==> config.mk <==
export PLATFORM = sky130hd
export DESIGN_NAME = raycast_ctx_stack
export DESIGN_NICKNAME = d
export VERILOG_FILES = /design/src/rtl/raycast_ctx_stack.sv
export SDC_FILE = /design/constraint.sdc
export NUM_CORES = 1
export LEC_CHECK = 0
export CORE_ASPECT_RATIO = 0.9
export CORE_MARGIN = 5
export CORE_UTILIZATION = 36
export CTS_BUF_LIST = sky130_fd_sc_hd__clkbuf_4 sky130_fd_sc_hd__clkbuf_8
export CTS_CLUSTER_DIAMETER = 80
export CTS_CLUSTER_SIZE = 30
export DETAILED_ROUTE_END_ITERATION = 7
export PLACE_DENSITY = 0.54
export SLEW_MARGIN = 40
export SYNTH_ARGS = -nofsm -noshare
export SYNTH_HDL_FRONTEND = slang
export SYNTH_SLANG_ARGS = --single-unit
==> constraint.sdc <==
create_clock -name clk -period 17.35 [get_ports clk]
set_input_delay 3.47 -clock clk [delete_from_list [all_inputs] [get_ports clk]]
set_output_delay 3.47 -clock clk [all_outputs]
set_load 0.05 [all_outputs]
Signal wires by layer:
Bar = 100 um.
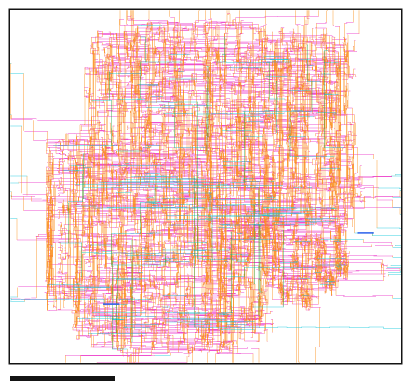
orange -> met2  # wire length 53.3 mm
cyan -> met3  # wire length 5,910 um
magenta -> met1  # wire length 48.7 mm
blue -> met5  # wire length 27.6 um
green -> met4  # wire length 1,920 um
WL/cell: 26.8 um
gr usage total: 17.0%
Routed WL: 110,000 um
via count: 22,000

Wiring heat map:
Bar = 100 um. 37 x 34 tiles, from dark blue (low) to red (high), scaled to the fullest tile. Values are wire area over tile area, all layers added.
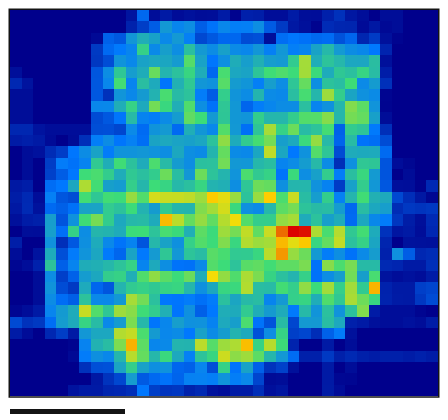
tiles over half the peak = 14%
densest ninth of the die = middle
nearly empty tiles = 19%
mean over tiles = 0.14

Cells coloured by class:
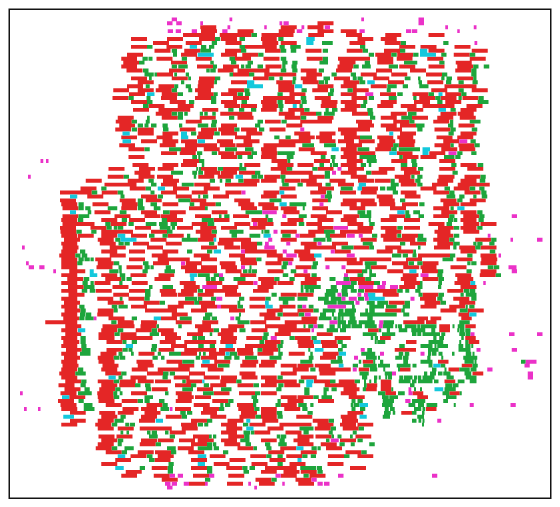
red -> flip-flops  # cells 1,060, share of their area 70%
cyan -> clock drivers and dummy loads  # cells 80, share of their area 2.5%
green -> all other logic  # cells 1,216, share of their area 24%
magenta -> other buffers and delay cells  # cells 154, share of their area 3.2%
core footprint: 118,000 um2
Seq/total area: 67.1%
row count: 120
Final Cell Area: 46,900 um2
post-layout util: 39.6%

==> flow_metrics.tcl <==
# metrics dict for downstream scripts
set metrics [dict create \
    status "completed" \
    clock_latency_ns 0.79 \
    ys_sh_adder_pct 0.638 \
    comb_share_pct 23.1 \
    period_used_pct 68.4 \
    pwr_density_cell_nw_per_um2 91.7 \
    min_period_ns 11.87 \
    clk_share_pct 2.35 \
    cts_hold_buf 0 \
    postSynth.asyncResetShare_pct 0 \
    cts_resized 0 \
    nClkBuffers 53 \
    setup_ws_ns 5.48 \
    worst_ep_arrival_time_ns 8.40 \
    tightest_slew_ns 0.890 \
    leakage_nw 14.5 \
    firstDrtPassIters 5 \
    numPortBuffers 78 \
    path_max_fanout 81 \
    fp_nets 2476 \
    pre_cts_slack_ns 4.81 \
    ioPinCount 79 \
    ys.flop_type "edfxtp_1" \
    path_clk_slew_ns 0.15 \
    dieArea_um2 126000 \
    worstHoldPathCells 2 \
    wl_met3_um 5910 \
    vdd_drop_max_v 0.0000594 \
    root_buffer "clkbuf_8" \
    grt_max_degree 124 \
    inv_count 25 \
    syn_to_final_growth_pct 9.76 \
    antenna_found_initial 6 \
    netlist_instances 2420 \
    synth-edff-count 1024 \
    simple_gate_share_pct 2.79 \
    drive_gt1_share_pct 11.6 \
    ys_warn_count 0 \
    synth-xor-area-share_pct 0.430 \
    fmax_ghz 0.0842 \
    top_usage_layer "met2" \
    hold_ws_ns 0.514 \
    buffer_area_share_pct 3.02 \
    p_total_w 0.00430 \
    cap_violations 0 \
    crit_required_ns 13.88 \
    layout_top_cells "edfxtp_1, mux2i_1, a21oi_1" \
]
[report_power, final]
part | internal, W | switching, W | leakage, nW
clock network | 0.000363 | 0.000800 | 0.544
logic | 0.0000993 | 0.000222 | 4.45
registers | 0.00281 | 0.00000711 | 9.50
[logic make-up (layout without fill, tap and decap cells)]
kind of cell / Yosys count / count (layout)
muxes: 630 / 630
xor gates and xnor gates: 21 / 21
and+or+nand+nor: 239 / 239
buffers and inverters: 169 / 259
adders and majority gates: 17 / 17
DFF: 1060 / 1060
AOI/OAI and AO/OA: 284 / 284
other: 0 / 3
[cell usage after synthesis, types with 7 or more instances]
library cell | instances | area share, %
a211oi_1 | 17 | 0.30
a21o_1 | 7 | 0.12
a21oi_1 | 65 | 0.76
a221oi_1 | 37 | 0.76
a22oi_1 | 62 | 1.1
buf_2 | 20 | 0.23
buf_4 | 41 | 0.72
buf_6 | 8 | 0.21
clkbuf_1 | 71 | 0.62
dfxtp_1 | 36 | 1.7
edfxtp_1 | 1024 | 72
fa_1 | 8 | 0.37
ha_1 | 9 | 0.26
inv_1 | 22 | 0.19
mux2i_1 | 587 | 14
mux4_2 | 39 | 2.1
nand2_1 | 57 | 0.50
nand3_1 | 38 | 0.44
nor2_1 | 52 | 0.46
nor3_1 | 13 | 0.15
nor4_1 | 36 | 0.53
o21ai_0 | 9 | 0.11
o22ai_1 | 68 | 0.99
xnor2_1 | 16 | 0.33
[worst max-delay path, stage by stage]
cell             delay (ns)
clkdlybuf4s50_1        0.47
buf_4                  0.27
mux4_2                 0.54
buf_4                  0.34
inv_12                 0.34
buf_12                 0.37
buf_16                 0.45
mux4_2                 0.40
a221oi_1               0.69
nor4_1                 0.19
clkdlybuf4s50_1        0.75
Power is estimated from default activity; no workload was simulated.
